===== config.mk =====
export PLATFORM = sky130hd
export DESIGN_NAME = tx_queue_flat
export DESIGN_NICKNAME = d
export VERILOG_FILES = /design/src/rtl/tx_queue_pkg.sv /design/src/rtl/tx_queue_if.sv /design/src/rtl/tx_queue_mem.sv /design/src/rtl/tx_queue.sv /design/src/flat_wrapper.sv
export SDC_FILE = /design/constraint.sdc
export NUM_CORES = 1
export LEC_CHECK = 0
export ABC_CLOCK_PERIOD_IN_PS = 3300
export CAP_MARGIN = 5
export CELL_PAD_IN_SITES_DETAIL_PLACEMENT = 1
export CELL_PAD_IN_SITES_GLOBAL_PLACEMENT = 2
export CORE_MARGIN = 2
export CORE_UTILIZATION = 38
export CTS_CLUSTER_SIZE = 16
export DETAILED_ROUTE_END_ITERATION = 10
export MAX_ROUTING_LAYER = met4
export PLACE_DENSITY = 0.8
export SETUP_SLACK_MARGIN = 0.1
export SLEW_MARGIN = 15
export SYNTH_ARGS = -nofsm -noshare
export SYNTH_HDL_FRONTEND = slang
export SYNTH_SLANG_ARGS = --single-unit

===== constraint.sdc =====
create_clock -name clk -period 3.3 [get_ports clk]
set_input_delay 0.66 -clock clk [delete_from_list [all_inputs] [get_ports clk]]
set_output_delay 0.66 -clock clk [all_outputs]
set_load 0.02 [all_outputs]

===== src/rtl/tx_queue_pkg.sv =====
// Shared types and defaults for the tx_queue transmit word queue.
package tx_queue_pkg;

  localparam int DEFAULT_DATA_BITS = 8;
  localparam int DEFAULT_DEPTH     = 4;
  localparam int DEFAULT_ADDR_BITS = 2;

  typedef enum logic [1:0] {
    IDLE = 2'd0,
    SEND = 2'd1,
    WAIT = 2'd2
  } state_e;

  // Occupancy counts 0..DEPTH, so it needs one bit more than a pointer.
  function automatic int level_bits(input int addr_bits);
    return addr_bits + 1;
  endfunction

endpackage


===== src/rtl/tx_queue_if.sv =====
// Producer/sender bundle for tx_queue; slave is the queue, master drives the queue.
interface tx_queue_if
  import tx_queue_pkg::*;
#(
  parameter int DATA_BITS = DEFAULT_DATA_BITS,
  parameter int ADDR_BITS = DEFAULT_ADDR_BITS
);

  localparam int LVL_BITS = level_bits(ADDR_BITS);

  logic                 wr_en;
  logic [DATA_BITS-1:0] wr_data;
  logic                 full;
  logic [LVL_BITS-1:0]  level;
  logic                 send;
  logic [DATA_BITS-1:0] data_in;
  logic                 busy;
  logic                 ovf;

  modport master (
    output wr_en, wr_data, busy,
    input  full, level, send, data_in, ovf
  );

  modport slave (
    input  wr_en, wr_data, busy,
    output full, level, send, data_in, ovf
  );

endinterface


===== src/rtl/tx_queue_mem.sv =====
// DEPTH x DATA_BITS word store: synchronous write, combinational read, no reset on contents.
module tx_queue_mem #(
  parameter int DATA_BITS = 8,
  parameter int DEPTH     = 4,
  parameter int ADDR_BITS = 2
) (
  input  logic                 clk,
  input  logic                 we,
  input  logic [ADDR_BITS-1:0] waddr,
  input  logic [DATA_BITS-1:0] wdata,
  input  logic [ADDR_BITS-1:0] raddr,
  output logic [DATA_BITS-1:0] rdata
);

  logic [DATA_BITS-1:0] mem_q [DEPTH];

  always_ff @(posedge clk) begin
    if (we) begin
      mem_q[waddr] <= wdata;
    end
  end

  assign rdata = mem_q[raddr];

endmodule


===== src/rtl/tx_queue.sv =====
// Transmit word queue feeding the CDC sender one word at a time.
// Optional sticky overflow flag built only when TX_QUEUE_OVF_EN is defined.
module tx_queue
  import tx_queue_pkg::*;
#(
  parameter int DATA_BITS = DEFAULT_DATA_BITS,
  parameter int DEPTH     = DEFAULT_DEPTH,
  parameter int ADDR_BITS = DEFAULT_ADDR_BITS
) (
  input  logic        clk,
  input  logic        rst,
  tx_queue_if.slave   bus
);

  localparam int LVL_BITS = level_bits(ADDR_BITS);
  localparam logic [LVL_BITS-1:0]  LVL_ZERO = {LVL_BITS{1'b0}};
  localparam logic [LVL_BITS-1:0]  LVL_FULL = LVL_BITS'(DEPTH);
  localparam logic [ADDR_BITS-1:0] PTR_ONE  = ADDR_BITS'(1);

  state_e               state_q, state_d;
  logic [ADDR_BITS-1:0] wr_ptr_q, wr_ptr_d;
  logic [ADDR_BITS-1:0] rd_ptr_q, rd_ptr_d;
  logic [LVL_BITS-1:0]  level_q, level_d;
  logic                 full_q, full_d;
  logic                 send_q, send_d;
  logic [DATA_BITS-1:0] data_in_q, data_in_d;
  logic [DATA_BITS-1:0] head_s;
  logic                 wr_ok_s;
  logic                 pop_s;

  tx_queue_mem #(
    .DATA_BITS (DATA_BITS),
    .DEPTH     (DEPTH),
    .ADDR_BITS (ADDR_BITS)
  ) u_mem (
    .clk   (clk),
    .we    (wr_ok_s),
    .waddr (wr_ptr_q),
    .wdata (bus.wr_data),
    .raddr (rd_ptr_q),
    .rdata (head_s)
  );

  // Pop decision uses the pre-edge level, so a word written to an empty queue pops a cycle later.
  always_comb begin
    wr_ok_s   = bus.wr_en & ~full_q;
    pop_s     = (state_q == IDLE) && (level_q != LVL_ZERO) && !bus.busy;
    state_d   = state_q;
    case (state_q)
      IDLE: begin
        if (pop_s) state_d = SEND;
        else       state_d = IDLE;
      end
      SEND: state_d = WAIT;
      WAIT: begin
        if (bus.busy) state_d = IDLE;
        else          state_d = WAIT;
      end
      default: state_d = IDLE;
    endcase
    if (wr_ok_s) wr_ptr_d = wr_ptr_q + PTR_ONE;
    else         wr_ptr_d = wr_ptr_q;
    if (pop_s) begin
      rd_ptr_d  = rd_ptr_q + PTR_ONE;
      data_in_d = head_s;
    end else begin
      rd_ptr_d  = rd_ptr_q;
      data_in_d = data_in_q;
    end
    level_d = level_q + LVL_BITS'(wr_ok_s) - LVL_BITS'(pop_s);
    full_d  = (level_d == LVL_FULL);
    send_d  = (state_d == SEND);
  end

  always_ff @(posedge clk) begin
    if (!rst) begin
      state_q   <= IDLE;
      wr_ptr_q  <= {ADDR_BITS{1'b0}};
      rd_ptr_q  <= {ADDR_BITS{1'b0}};
      level_q   <= LVL_ZERO;
      full_q    <= 1'b0;
      send_q    <= 1'b0;
      data_in_q <= {DATA_BITS{1'b0}};
    end else begin
      state_q   <= state_d;
      wr_ptr_q  <= wr_ptr_d;
      rd_ptr_q  <= rd_ptr_d;
      level_q   <= level_d;
      full_q    <= full_d;
      send_q    <= send_d;
      data_in_q <= data_in_d;
    end
  end

`ifdef TX_QUEUE_OVF_EN
  logic ovf_q, ovf_d;

  // Any write attempted while full is remembered until reset.
  always_comb begin
    ovf_d = ovf_q | (bus.wr_en & full_q);
  end

  always_ff @(posedge clk) begin
    if (!rst) ovf_q <= 1'b0;
    else      ovf_q <= ovf_d;
  end

  assign bus.ovf = ovf_q;
`else
  assign bus.ovf = 1'b0;
`endif

  assign bus.full    = full_q;
  assign bus.level   = level_q;
  assign bus.send    = send_q;
  assign bus.data_in = data_in_q;

endmodule


===== src/flat_wrapper.sv =====
// flat-port wrapper written by rule: the top's interface ports become plain ports
module tx_queue_flat import tx_queue_pkg::*;
#(
  parameter int DATA_BITS = DEFAULT_DATA_BITS,
  parameter int DEPTH     = DEFAULT_DEPTH,
  parameter int ADDR_BITS = DEFAULT_ADDR_BITS
)
  (clk, rst, bus_wr_en, bus_wr_data, bus_busy, bus_full, bus_level, bus_send, bus_data_in, bus_ovf);
  tx_queue_if #(.DATA_BITS(DATA_BITS), .ADDR_BITS(ADDR_BITS)) bus_i ();
  input  logic clk;
  input  logic rst;
  input wire logic [$bits(bus_i.wr_en)-1:0] bus_wr_en;
  input wire logic [$bits(bus_i.wr_data)-1:0] bus_wr_data;
  input wire logic [$bits(bus_i.busy)-1:0] bus_busy;
  output wire logic [$bits(bus_i.full)-1:0] bus_full;
  output wire logic [$bits(bus_i.level)-1:0] bus_level;
  output wire logic [$bits(bus_i.send)-1:0] bus_send;
  output wire logic [$bits(bus_i.data_in)-1:0] bus_data_in;
  output wire logic [$bits(bus_i.ovf)-1:0] bus_ovf;
  assign bus_i.wr_en = bus_wr_en;
  assign bus_i.wr_data = bus_wr_data;
  assign bus_i.busy = bus_busy;
  assign bus_full = bus_i.full;
  assign bus_level = bus_i.level;
  assign bus_send = bus_i.send;
  assign bus_data_in = bus_i.data_in;
  assign bus_ovf = bus_i.ovf;
  tx_queue #(.DATA_BITS(DATA_BITS), .DEPTH(DEPTH), .ADDR_BITS(ADDR_BITS)) u_core (.clk(clk), .rst(rst), .bus(bus_i));
endmodule

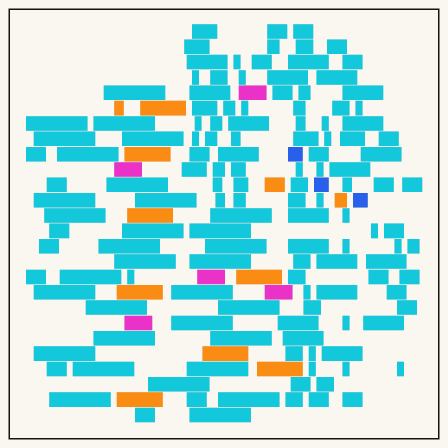
Run 1: cell sizes after repair
[blue] x3 and x4 | cells: 3 | most used: buf_4
[magenta] x6 and larger | cells: 5 | most used: clkbuf_8
[cyan] x1 and smaller | cells: 135 | most used: edfxtp_1
[orange] x2 | cells: 11 | most used: mux4_2

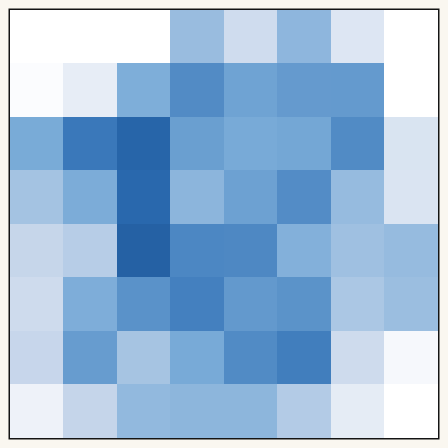
Run 1: cell density map
8 x 8 tiles, from white (low) to dark blue (high), 0 to 100% covered.
nearly empty tiles: 11%
fullest tile: 80%
mean over tiles: 40%
tiles over 75% full: 4.7%
densest ninth of the die: centre

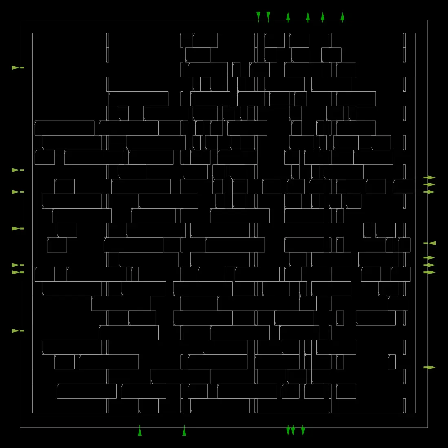
Run 1: cell outlines without signal wires
Core Util, Final: 46.92%
fillcell total: 509
core area: 5042 sq um

==> metrics.yaml, run 1 <==
outcome:
  outcome: "completed"
setup_path:
  worstSetupPathType: "primary input to flop"
  cp_top_family: "adder cells"
  cp_max_fo: 2
  reg2reg_depth: 10
  r2r_slack_ns: 0.93
  slowest_delay_ns: 0.42
  crit_buf_inv: 3
  crit_chain: "clkdlybuf4s50_1 -> or3_1 -> nor2_2 -> ha_1 -> inv_1 -> ha_1 -> inv_1 -> fa_1 -> xnor2_1 -> xnor2_1 -> and4b_1"
  r2r_start: "u_core.state_q[1]"
  crit_path_end: "u_core.bus.full"
  worstSetupStartpoint: "bus_busy"
placed_design:
  dpl.hpwl_um: 2595
  port_buffers: 24
  gp_congestion: 0.7267
  pre_cts_ws_ns: 0.1450
grt:
  met3_usage_pct: 3.175
  met2_usage_pct: 23.56
  grt_first_pass_wirelength_um: 5692
  grt_overflow: 0
  grt_pass1_vias: 1183
logic_synthesis:
  top_logic_kind: "multiplexers"
  ys_sh_adder_pct: 4.844
  ys_cells: 125
  syn_inst: 125
  top_area_share_pct: 48.95
  yosysChipArea_sq_um: 1963
  ys_async_sr_fraction_pct: 0
  syn-cell-area_sq_um: 1963
  top_cell: "edfxtp_1"
  yosys.cell_types.count: 29
  ys_seq_share_pct: 68.32
  ys_sh_mux_pct: 10.20
  compound_area_share_pct: 4.716
  yosysWarnings: 0
min_path:
  hold_end: "u_core.bus.data_in[4]"
  hp-start: "u_core.bus.data_in[4]"
  hold-path-cell-count: 2
power:
  comb_power_share_pct: 30.4
  vdd_ir_drop_max_uv: 254.3
  clock_power_mw: 0.342
  pg_comb_mw: 0.535
  power-top-group: "sequential cells"
  p_seq_mw: 0.884
  power_frac_clock_pct: 19.4
  intPower_mw: 1.222
finish:
  clk_share_pct: 3.437
  final-nonclk-buf-share_pct: 11.11
  nets: 172
  sh_comb_area_pct: 23.96
  comb_area_sq_um: 566.8
  final_cell_count_no_fill: 224
  num_antenna_cells: 0
  drive_gt1_share_pct: 12.34
  area_delta_synth_final_pct: 20.52
  layout_top_cell: "edfxtp_1"
  comb.multi_input.count: 61
clocking:
  cts_buffers: 5
  clockBufferDepth: 2
  cts_resized: 0
  cts.sinks: 51
  cts_tree: "yes"
  post_cts_buffers: 0
die:
  dieWidth_um: 75.88
  fp-utilization_pct: 38.93
  die_area_sq_um: 5757
detailed_routing:
  totalWireLength_um: 3564
  ant_nets: 0
  viasPerCell: 4.714
  drtIter0Drc: 24
  wl_per_cell_um: 15.91
  dr.pass1.iters: 6
  routedLengthMet1_um: 1545
  wl_met3_um: 111
  met2_length_um: 1823
timing:
  finalClockPeriodUsage_pct: 85.18
  fin_worst_skew_ns: 0.008381
  hold_ws_ns: 0.4688
  worst_pin_slew_ns: 0.6569
## Run 2: what changed since run 1
--- a/config.mk
+++ b/config.mk
@@ -5,7 +5,7 @@
 export SDC_FILE = /design/constraint.sdc
 export NUM_CORES = 1
 export LEC_CHECK = 0
-export ABC_CLOCK_PERIOD_IN_PS = 3300
+export ABC_CLOCK_PERIOD_IN_PS = 3200
 export CAP_MARGIN = 5
 export CELL_PAD_IN_SITES_DETAIL_PLACEMENT = 1
 export CELL_PAD_IN_SITES_GLOBAL_PLACEMENT = 2
==> constraint.sdc (replaced) <==
create_clock -name clk -period 3.2 [get_ports clk]
set_input_delay 0.96 -clock clk [delete_from_list [all_inputs] [get_ports clk]]
set_output_delay 0.96 -clock clk [all_outputs]
set_load 0.02 [all_outputs]
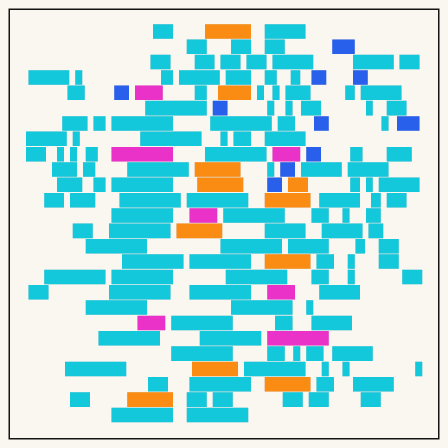
Run 2: cell sizes after repair
[blue] x3 and x4 | cells: 10 | most used: buf_4
[orange] x2 | cells: 11 | most used: mux4_2
[magenta] x6 and larger | cells: 7 | most used: clkbuf_8
[cyan] x1 and smaller | cells: 130 | most used: edfxtp_1

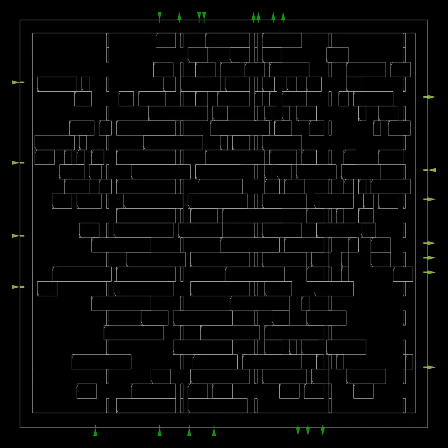
Run 2: cell outlines without signal wires
fillcell total: 504
Core Util, Final: 49.06%

==> run 2 against run 1 <==
Net effect:
- count of clock-buffer cells in the layout fell by 2
- worst setup slack got worse by 0.087 ns
- global-route usage grew 0.56 points
- clock skew shrank 0.0013 ns
==> metrics.yaml, run 2 <==
power:
  intPower_mw: 1.439
  power-top-group: "sequential cells"
  p_seq_mw: 0.916
  comb_power_share_pct: 28.7
logic_synthesis:
  ys_async_sr_fraction_pct: 0
  yosysWarnings: 0
  ys_seq_share_pct: 68.32
  syn_inst: 125
  ys_sh_adder_pct: 4.844
  top_logic_kind: "multiplexers"
  ys_sh_mux_pct: 10.20
  syn-cell-area_sq_um: 1963
  yosysChipArea_sq_um: 1963
finish:
  layout_top_cell: "edfxtp_1"
  final_cell_count_no_fill: 228
  comb_area_sq_um: 586.8
  num_antenna_cells: 0
  comb.multi_input.count: 61
  clk_share_pct: 5.513
  area_delta_synth_final_pct: 26.00
detailed_routing:
  ant_nets: 0
  wl_met3_um: 136
  wl_per_cell_um: 16.45
  viasPerCell: 4.820
  routedLengthMet1_um: 1646
  drtIter0Drc: 67
  totalWireLength_um: 3750
  dr.pass1.iters: 4
  met2_length_um: 1914
grt:
  met2_usage_pct: 25.10
  grt_pass1_vias: 1151
  grt_overflow: 0
  grt_first_pass_wirelength_um: 5920
setup_path:
  crit_chain: "dlymetal6s2s_1 -> or3_4 -> nor2_4 -> ha_1 -> inv_1 -> ha_1 -> inv_1 -> fa_2 -> xnor2_2 -> xnor2_1 -> and4b_1"
  slowest_delay_ns: 0.41
  crit_buf_inv: 3
  worstSetupStartpoint: "bus_busy"
  crit_path_end: "u_core.bus.full"
  cp_top_family: "simple AND/OR/NAND/NOR gates"
  r2r_start: "u_core.bus.level[1]"
  cp_max_fo: 2
  reg2reg_depth: 11
min_path:
  hold-path-cell-count: 2
outcome:
  outcome: "completed"
clocking:
  cts_tree: "yes"
  cts_buffers: 5
placed_design:
  pre_cts_ws_ns: -0.2381
timing:
  hold_ws_ns: 0.4741
  finalClockPeriodUsage_pct: 87.44
  worst_pin_slew_ns: 0.6254
die:
  dieWidth_um: 75.88
## Run 3: what changed since run 2
--- a/config.mk
+++ b/config.mk
@@ -5,17 +5,17 @@
 export SDC_FILE = /design/constraint.sdc
 export NUM_CORES = 1
 export LEC_CHECK = 0
-export ABC_CLOCK_PERIOD_IN_PS = 3200
+export ABC_CLOCK_PERIOD_IN_PS = 3500
 export CAP_MARGIN = 5
 export CELL_PAD_IN_SITES_DETAIL_PLACEMENT = 1
 export CELL_PAD_IN_SITES_GLOBAL_PLACEMENT = 2
 export CORE_MARGIN = 2
-export CORE_UTILIZATION = 38
+export CORE_UTILIZATION = 41
 export CTS_CLUSTER_SIZE = 16
 export DETAILED_ROUTE_END_ITERATION = 10
 export MAX_ROUTING_LAYER = met4
-export PLACE_DENSITY = 0.8
-export SETUP_SLACK_MARGIN = 0.1
+export PLACE_DENSITY = 0.85
+export SETUP_SLACK_MARGIN = 0.5
 export SLEW_MARGIN = 15
 export SYNTH_ARGS = -nofsm -noshare
 export SYNTH_HDL_FRONTEND = slang
==> constraint.sdc (replaced) <==
create_clock -name clk -period 3.5 [get_ports clk]
set_input_delay 1.05 -clock clk [delete_from_list [all_inputs] [get_ports clk]]
set_output_delay 1.05 -clock clk [all_outputs]
set_load 0.02 [all_outputs]
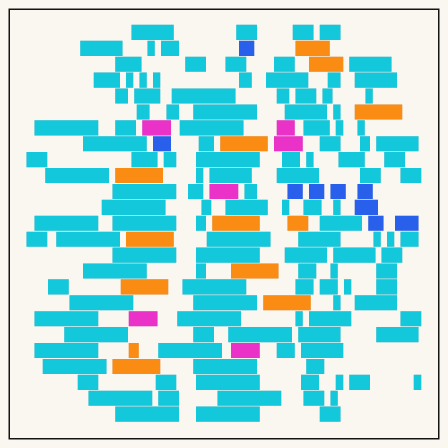
Run 3: cell sizes after repair
[blue] x3 and x4 | cells: 9 | most used: buf_4
[orange] x2 | cells: 13 | most used: mux4_2
[cyan] x1 and smaller | cells: 129 | most used: edfxtp_1
[magenta] x6 and larger | cells: 6 | most used: clkbuf_8
fin area: 2405 sq um
area delta synth->final: 22.50%
Non-CTS buffers: 30

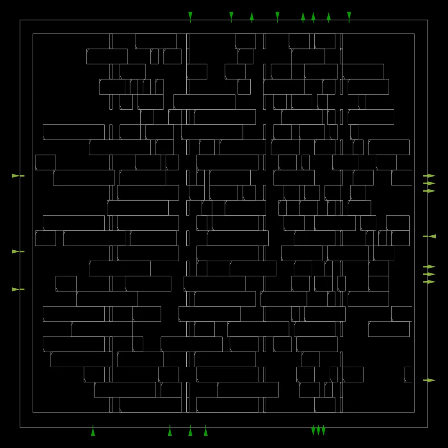
Run 3: cell outlines without signal wires
registers: 51
final cell count without fillers: 211
number of well taps: 54
fillcell total: 460
Core Util, Final: 51.60%

==> run 3 against run 2 <==
Net effect:
- global-route usage increased by 0.17 points
- design area decreased by 2.8%
- first-iteration DRC count decreased by 73%
- synthesized area unchanged
- sequential power decreased by 9.2%
- non-clock buffer count decreased by 1
- power decreased by 15%
- synthesized cell count unchanged
- largest cell class unchanged
- largest power group unchanged
==> metrics.yaml, run 3 <==
clocking:
  cts.sinks: 51
  cts_tree: "yes"
  cts_resized: 3
  cts_buffers: 5
logic_synthesis:
  top_logic_kind: "multiplexers"
  compound_area_share_pct: 4.716
  top_cell: "edfxtp_1"
  top_area_share_pct: 48.95
  ys_async_sr_fraction_pct: 0
  ys_cells: 125
  yosys.cell_types.count: 29
  ys_sh_mux_pct: 10.20
setup_path:
  crit_path_end: "u_core.bus.full"
  cp_max_fo: 2
  r2r_start: "u_core.bus.level[1]"
  cp_top_family: "adder cells"
detailed_routing:
  wl_met3_um: 121
  wl_per_cell_um: 16.55
  ant_nets: 0
  met2_length_um: 1828
finish:
  clk_share_pct: 3.798
  layout_top_cell: "edfxtp_1"
  sh_comb_area_pct: 24.71
  comb.multi_input.count: 61
die:
  fp-utilization_pct: 42.12
  die_area_sq_um: 5358
  fp.coreArea_sq_um: 4661
  dieWidth_um: 73.20
outcome:
  outcome: "completed"
placed_design:
  dpl.hpwl_um: 2541
  pre_cts_ws_ns: 0.05059
  port_buffers: 24
timing:
  worst_pin_slew_ns: 0.5957
  finalClockPeriodUsage_pct: 82.55
power:
  power_frac_clock_pct: 19.8
  vdd_ir_drop_max_uv: 256.8
min_path:
  hold_end: "u_core.bus.data_in[4]"
grt:
  grt_first_pass_wirelength_um: 5727
  met2_usage_pct: 24.42
  met3_usage_pct: 4.144
Power is estimated from default activity; no workload was simulated.
